File: src/rtl/pc_pkg.sv
// Shared types and constants for the next-PC unit.
// Optional misaligned-target trapping is enabled by defining PC_TRAP_EN.
package pc_pkg;

    localparam int PC_W = 32;
    localparam logic [PC_W-1:0] TRAP_VEC_DEF = 32'h0000_0080;

    typedef enum logic {
        RUN,
        WAIT_MEM
    } state_t;

    typedef enum logic [2:0] {
        SEL_SEQ,
        SEL_BRANCH,
        SEL_JUMP,
        SEL_REG,
        SEL_MEM
    } sel_t;

    // Result of the priority select: which source won and its raw target.
    typedef struct packed {
        sel_t            sel;
        logic [PC_W-1:0] target;
        logic            chk_align;
        logic            links;
    } tgt_t;

endpackage

File: src/rtl/pc_target_mux.sv
// Purely combinational next-PC priority select for the RUN state.
// Alignment handling is left to the caller (PC_TRAP_EN lives in the top).
import pc_pkg::*;

module pc_target_mux (
    input  logic [PC_W-1:0] pc_plus4,
    input  logic            branch,
    input  logic            zero,
    input  logic            jump,
    input  logic            jump_reg,
    input  logic            jump_mem,
    input  logic [15:0]     imm16,
    input  logic [25:0]     jtarget,
    input  logic [PC_W-1:0] rs_val,
    output tgt_t            tgt
);

    logic [PC_W-1:0] br_off;

    // Word offset, sign-extended then scaled to bytes.
    assign br_off = {{(PC_W-18){imm16[15]}}, imm16, 2'b00};

    always_comb begin
        tgt.sel       = SEL_SEQ;
        tgt.target    = pc_plus4;
        tgt.chk_align = 1'b0;
        tgt.links     = 1'b0;
        if (jump_mem) begin
            tgt.sel = SEL_MEM;
        end else if (jump_reg) begin
            tgt.sel       = SEL_REG;
            tgt.target    = rs_val;
            tgt.chk_align = 1'b1;
            tgt.links     = 1'b1;
        end else if (jump) begin
            tgt.sel    = SEL_JUMP;
            tgt.target = {pc_plus4[31:28], jtarget, 2'b00};
            tgt.links  = 1'b1;
        end else if (branch && zero) begin
            tgt.sel       = SEL_BRANCH;
            tgt.target    = pc_plus4 + br_off;
            tgt.chk_align = 1'b1;
        end
    end

endmodule

File: src/rtl/next_pc_unit.sv
// PC register and RUN/WAIT_MEM sequencer including jump-through-memory.
// Define PC_TRAP_EN to trap on misaligned targets instead of masking them.
import pc_pkg::*;

module next_pc_unit #(
    parameter logic [31:0] RESET_PC = 32'h0000_0000,
    parameter logic [31:0] TRAP_VEC = TRAP_VEC_DEF
) (
    input  logic        clk,
    input  logic        reset,
    input  logic        branch,
    input  logic        zero,
    input  logic        jump,
    input  logic        jump_reg,
    input  logic        jump_mem,
    input  logic        link_r,
    input  logic [15:0] imm16,
    input  logic [25:0] jtarget,
    input  logic [31:0] rs_val,
    input  logic [31:0] alu_result,
    input  logic [31:0] mem_rdata,
    input  logic        mem_valid,
    output logic [31:0] pc,
    output logic        stall,
    output logic        mem_req,
    output logic [31:0] mem_addr,
    output logic        link_we,
    output logic [31:0] link_addr,
    output logic        trap,
    output logic [31:0] epc
);

`ifdef PC_TRAP_EN
    localparam bit TRAP_ON = 1'b1;
`else
    localparam bit TRAP_ON = 1'b0;
`endif

    state_t          state, state_d;
    logic [PC_W-1:0] pc_d, mem_addr_d, ret, ret_d, pc_plus4;
    logic            link_pend, link_pend_d;
    logic            fault_run, fault_mem;
    tgt_t            tgt;

    assign pc_plus4 = pc + 32'd4;

    pc_target_mux u_mux (
        .pc_plus4 (pc_plus4),
        .branch   (branch),
        .zero     (zero),
        .jump     (jump),
        .jump_reg (jump_reg),
        .jump_mem (jump_mem),
        .imm16    (imm16),
        .jtarget  (jtarget),
        .rs_val   (rs_val),
        .tgt      (tgt)
    );

    assign fault_run = TRAP_ON && tgt.chk_align && (tgt.target[1:0] != 2'b00);
    assign fault_mem = TRAP_ON && (mem_rdata[1:0] != 2'b00);

    always_comb begin
        state_d     = state;
        pc_d        = pc;
        mem_addr_d  = mem_addr;
        link_pend_d = link_pend;
        ret_d       = ret;
        stall       = 1'b0;
        mem_req     = 1'b0;
        link_we     = 1'b0;
        link_addr   = pc_plus4;
        trap        = 1'b0;
        case (state)
            RUN: begin
                if (tgt.sel == SEL_MEM) begin
                    state_d     = WAIT_MEM;
                    mem_addr_d  = alu_result;
                    link_pend_d = link_r;
                    ret_d       = pc_plus4;
                end else if (fault_run) begin
                    pc_d = TRAP_VEC;
                    trap = 1'b1;
                end else begin
                    pc_d    = {tgt.target[31:2], 2'b00};
                    link_we = tgt.links && link_r;
                end
            end
            WAIT_MEM: begin
                stall     = 1'b1;
                mem_req   = 1'b1;
                link_addr = ret;
                if (mem_valid) begin
                    state_d = RUN;
                    if (fault_mem) begin
                        pc_d = TRAP_VEC;
                        trap = 1'b1;
                    end else begin
                        pc_d    = {mem_rdata[31:2], 2'b00};
                        link_we = link_pend;
                    end
                end
            end
            default: state_d = RUN;
        endcase
        // Strobes stay quiet while reset is held, whatever the state says.
        if (reset) begin
            stall   = 1'b0;
            mem_req = 1'b0;
            link_we = 1'b0;
            trap    = 1'b0;
        end
    end

    always_ff @(posedge clk) begin
        if (reset) begin
            state     <= RUN;
            pc        <= RESET_PC;
            mem_addr  <= '0;
            link_pend <= 1'b0;
            ret       <= '0;
        end else begin
            state     <= state_d;
            pc        <= pc_d;
            mem_addr  <= mem_addr_d;
            link_pend <= link_pend_d;
            ret       <= ret_d;
        end
    end

`ifdef PC_TRAP_EN
    logic [PC_W-1:0] epc_q;

    always_ff @(posedge clk) begin
        if (reset)
            epc_q <= '0;
        else if (trap)
            epc_q <= (state == RUN) ? tgt.target : mem_rdata;
    end

    assign epc = epc_q;
`else
    assign epc = '0;
`endif

endmodule

File: config.mk
export PLATFORM = sky130hd
export DESIGN_NAME = next_pc_unit
export DESIGN_NICKNAME = d
export VERILOG_FILES = /design/src/rtl/pc_pkg.sv /design/src/rtl/pc_target_mux.sv /design/src/rtl/next_pc_unit.sv
export SDC_FILE = /design/constraint.sdc
export NUM_CORES = 1
export LEC_CHECK = 0
export ABC_AREA = 1
export CORE_ASPECT_RATIO = 2
export CORE_MARGIN = 3
export CORE_UTILIZATION = 45
export DETAILED_ROUTE_END_ITERATION = 16
export PLACE_DENSITY = 0.82
export SLEW_MARGIN = 20
export SYNTH_ARGS = -nofsm -noshare
export SYNTH_HDL_FRONTEND = slang
export SYNTH_SLANG_ARGS = --single-unit
File: constraint.sdc
create_clock -name clk -period 4.1 [get_ports clk]
set_clock_uncertainty 0.15 [all_clocks]
set_input_delay 0.82 -clock clk [delete_from_list [all_inputs] [get_ports clk]]
set_output_delay 0.82 -clock clk [all_outputs]
set_load 0.02 [all_outputs]
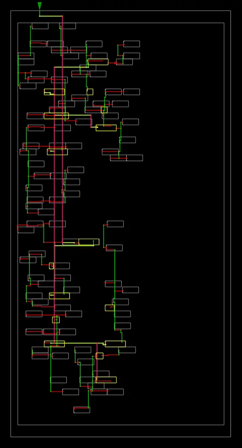
Fig. 1. Clock routing.
number of clock buffers inserted by TritonCTS: 9
clock latency at the later pin of the worst-skew pair: 0.36 ns

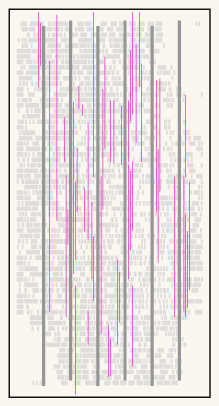
Fig. 2. M4 wires.
Drawn at 2 px/um. Supply wires on this layer in grey.
The layer holds 7.1% of the routed length. The layer carries 2,180 um of wire. The wires run mostly vertical. The longest straight run is 125 um. 42 nets have wire on it.

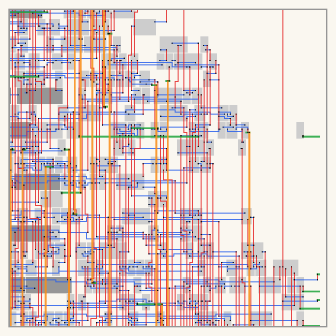
Fig. 3. Layout detail.
Window x 50 to 100, y 120 to 170 um. Cells in grey, sequential cells in the stronger grey; small squares are vias.
Key: M1 = blue; M2 = red; M4 = orange; M3 = green
Most frequent: nand2_1 (59), inv_1 (31), o21ai_0 (18). 181 logic cells have their middle in the window. Sequential cells in the window: 4. Netlist names of flops here include ret (4).

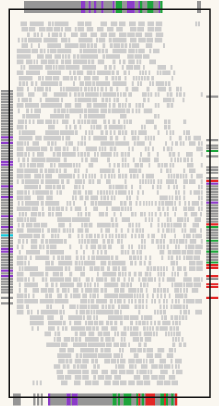
Fig. 4. I/O pins on the die edge.
Drawn at 2 px/um. Pins as bars across the die edge, other pins in grey.
Key: jtarget = green [pins 26, direction input, edge 13 bottom, 8 top, 5 right]; link_addr = purple [pins 32, direction output, edge 12 top, 12 left, 6 bottom, 2 right]; link_r = cyan [pins 1, direction input, edge left]; imm16 = red [pins 16, direction input, edge 8 bottom, 8 right]
All pins by edge: 77 left, 77 top, 77 bottom, 48 right.

==> Changelog: implementation <==
### Changed

* Most popular library cell in the synthesized design by count: sky130_fd_sc_hd__nand2_1
* Critical path start-end classification: reg2out
* Sequential share of cell area at 17.6%
* Most prevalent standard cell on the critical path: sky130_fd_sc_hd__nor2_2
* Number of top-level pins at 279
* Capturing point of the worst reg2reg path: pc[25]
* Worst Hold End: mem_addr[28]
* Count of flip-flops with a built-in enable after synthesis at 0
* Number of instances on the worst hold path at 2
* Fraction of met3 tracks used by global routing at 3.46%
* Detailed router's first-iteration violation count at 495
* Layout non-clock buf frac at 24.3%
* Top flop regs: mem_addr: 32 flops, pc: 30 flops, ret: 30 flops
* Max Used Layer: met4
* Setup TNS at 0 ns
* Main logic family after synthesis: simple AND/OR/NAND/NOR gates
* Drt wl/cell at 17.6 um
* Detailed-placement wirelength estimate at 24.8 mm
* Net switching power at 1.23 mW
* Transition time of the tightest slew-check pin at 0.904 ns
* Die boundary width at 99.6 um
* Minimum clock period at 3.89 ns
* Sequential Power at 1.07 mW
* Clk network pwr share at 26.7%
* Hold_ws at 0.336 ns
* Worst path cell trace: ha_1 -> nand2_2 -> nor2_2 -> inv_1 -> nor2_2 -> xor2_1 -> buf_4 -> nand2_1 -> o21ai_0 -> clkdlybuf4s50_1
* Main power group: combinational cells
* Outcome: completed
* RSZ-0062 raised after global routing: false
* Leading cell kind: logic gates
* Final setup violation count at 0
* Number of input and output port buffers inserted at 237
* Comb area share at 47.2%
* Placement Rows at 67
* Post-Syn Instances at 1,305
* Clk Tree Root Cell: sky130_fd_sc_hd__clkbuf_16
* Crit-path leading delay family: buffers and inverters
* Total of max-cap violations at 0
* Routability congestion estimate from global placement at 0.995
* H-Tree Depth at 3
* Non-filler instance count after layout at 1,738
* Tap cells at 207
* Global-route wire length before repair at 46.4 mm
* Clock transition at the register clock pins on the worst setup and hold paths after CTS at 0.07 ns
* Log Warnings at 36
* Number of buffers on the longest clock path at 2
* Int Pwr at 2.01 mW
* Global-route track usage on met2 at 55.7%
* # placed instances at 1,722
* Effective utilization at floorplan at 46.3%
* Share of flip-flops with an asynchronous set or reset at 0%
* Area share of fa/ha/maj cells after synthesis at 5.96%
* Net Sw Frac at 37.9%
* Comb power at 1.31 mW
* Final number of max-transition violations at 0
* Crit path capture: link_addr[8]
* Cell type of the slowest stage on the worst timing path: sky130_fd_sc_hd__clkdlybuf4s50_1
* Total number of vias at 9,282
* Total global-route track usage at 31.0%
* Count of multi-input gates at 996
* Number of antenna repair diodes at 0
* Total Power Consumption at 3.24 mW
* Endpoints failing hold at 0
* Reg2Reg Launch Point: pc[2]
* Number of sinks handled by clock tree synthesis at 94
* Pin count of the biggest net entering global routing at 72
* Flop2flop setup slack at 0.48 ns
* Multi-input gate area at 0.00505 mm^2
* Crit path required time at 3.13 ns
* Type of the tightest min-delay check: reg2reg
* AND-OR/OR-AND Cells, Area Fraction at 21.4%
* Cell depth of the worst flop-to-flop path at 21
* Post-synthesis chip area from yosys at 0.00789 mm^2
* Total routed wire length on the met1 layer at 10.9 mm
* Number of detailed-route iterations in the first pass at 5
* Number of flip-flops under the largest register name at 32
* Netlist Area Pre-Place at 0.00789 mm^2
* Grt met1 use at 33.2%
* Post-route clock period utilization at 95.0%
* Crit start category: register
* Highest ir drop seen on vdd at 0.315 mV
* Initial antenna violation count at 0
* Average vias per placed instance at 5.34
* Startpoint of the most critical hold path: mem_addr[28]
* Cell type contributing the most total cell area after synthesis: sky130_fd_sc_hd__dfxtp_1
* Crit path largest cell delay at 0.68 ns
* Register with the most flip-flops: mem_addr
* XORs/XNORs by Area at 2.28%
* Dominant Register Cell: sky130_fd_sc_hd__dfxtp_1
* Vertical extent of the die at 193 um
* Reported leakage power at 4.94 nW
* Clock network power at 0.863 mW
* Number of signal-net buffers in the layout at 265
* Hold-fix buffers at CTS at 0
* Combinational fraction of design power at 40.4%
* Die area at 0.0192 mm^2
* Warning count from the yosys run at 0
* Share of synthesized area occupied by flip-flops and latches at 23.9%
* Average cell area after synthesis at 6.04 um^2
* # fillers at 1,596
* Critical Path Sink Type: output pin
* Non-clock inverters at 160
* Post-synthesis cell count from yosys at 1,305
* Arrival time worst endpoint at 2.92 ns
* Most heavily used metal layer in global routing: met2
* Relative slew slack at 39.6%
* Worst setup startpoint: pc[2]
* Number of nets with antenna violations after routing at 0
* Total power per unit cell area at 303 mW/mm^2
* Number of sequential cells at 94
* Net total in the final layout at 1,710
* Maximum operating frequency at 257 MHz
* Register Area at 0.00188 mm^2
* Count of distinct cell types in the synthesized netlist at 46
* Synth Register Bits at 94
* Largest fanout on the critical path at 8
* Floorplan core area at 0.0170 mm^2
* Crit. path cell count at 10
* Share of total power in sequential cells at 33.0%
* Met3 WL post-DR at 1.67 mm
* Number of design rule violations left after detail routing at 0
* TritonCTS clock tree: yes
* Met2 routed WL at 15.8 mm
* Clock buffer cells at 9
* GRT Residual Overflow at 0
* Number of buffers and inverters on the critical path at 3
* Top cells by area, synth: sky130_fd_sc_hd__dfxtp_1 (24%), sky130_fd_sc_hd__nand2_1 (15%), sky130_fd_sc_hd__o21ai_0 (10%)
* Via count of the first global-routing pass at 8,773
* Most used standard cells in the synthesized netlist: sky130_fd_sc_hd__nand2_1 (320), sky130_fd_sc_hd__o21ai_0 (163), sky130_fd_sc_hd__nor2_1 (157)
* Layout clock area frac at 2.84%
* Share of post-route cells with drive strength above 1 at 7.25%
-- cells in the final DEF, fill, tap and decap left out, types with 5 or more instances in the layout --
cell type | netlist | layout
sky130_fd_sc_hd__or2_2 | 10 | 10
sky130_fd_sc_hd__buf_4 | 38 | 27
sky130_fd_sc_hd__xor2_1 | 10 | 9
sky130_fd_sc_hd__clkbuf_16 | 0 | 9
sky130_fd_sc_hd__ha_1 | 36 | 36
sky130_fd_sc_hd__inv_2 | 3 | 5
sky130_fd_sc_hd__nand4_1 | 10 | 10
sky130_fd_sc_hd__nor2_2 | 5 | 6
sky130_fd_sc_hd__a21oi_1 | 89 | 89
sky130_fd_sc_hd__nor3_1 | 9 | 9
sky130_fd_sc_hd__o21ai_0 | 163 | 163
sky130_fd_sc_hd__nor2_4 | 6 | 6
sky130_fd_sc_hd__dfxtp_1 | 94 | 93
sky130_fd_sc_hd__conb_1 | 1 | 37
sky130_fd_sc_hd__o211ai_1 | 12 | 12
sky130_fd_sc_hd__inv_1 | 156 | 154
sky130_fd_sc_hd__nand2_1 | 320 | 320
sky130_fd_sc_hd__clkdlybuf4s50_1 | 0 | 237
sky130_fd_sc_hd__o221a_2 | 15 | 15
sky130_fd_sc_hd__nand2_2 | 9 | 9
sky130_fd_sc_hd__nand3_1 | 67 | 67
sky130_fd_sc_hd__nor2_1 | 157 | 156
-- per-stage QoR --
stage	utilization, %	area (um^2)	setup WS, ns
after floorplan	-	8020	1.01
after global placement	60.9	10400	0.357
after detailed placement	60.9	10400	0.352
after CTS	62.7	10700	0.0805
after global routing	62.8	10700	0.100
final	62.8	10700	0.206
-- what timing repair did --
item / CTS / global route
resized: 0 / 4
endpoints found under the setup margin: 0 / 8
buffers inserted: 0 / 0
Power and IR drop assume default switching activity.
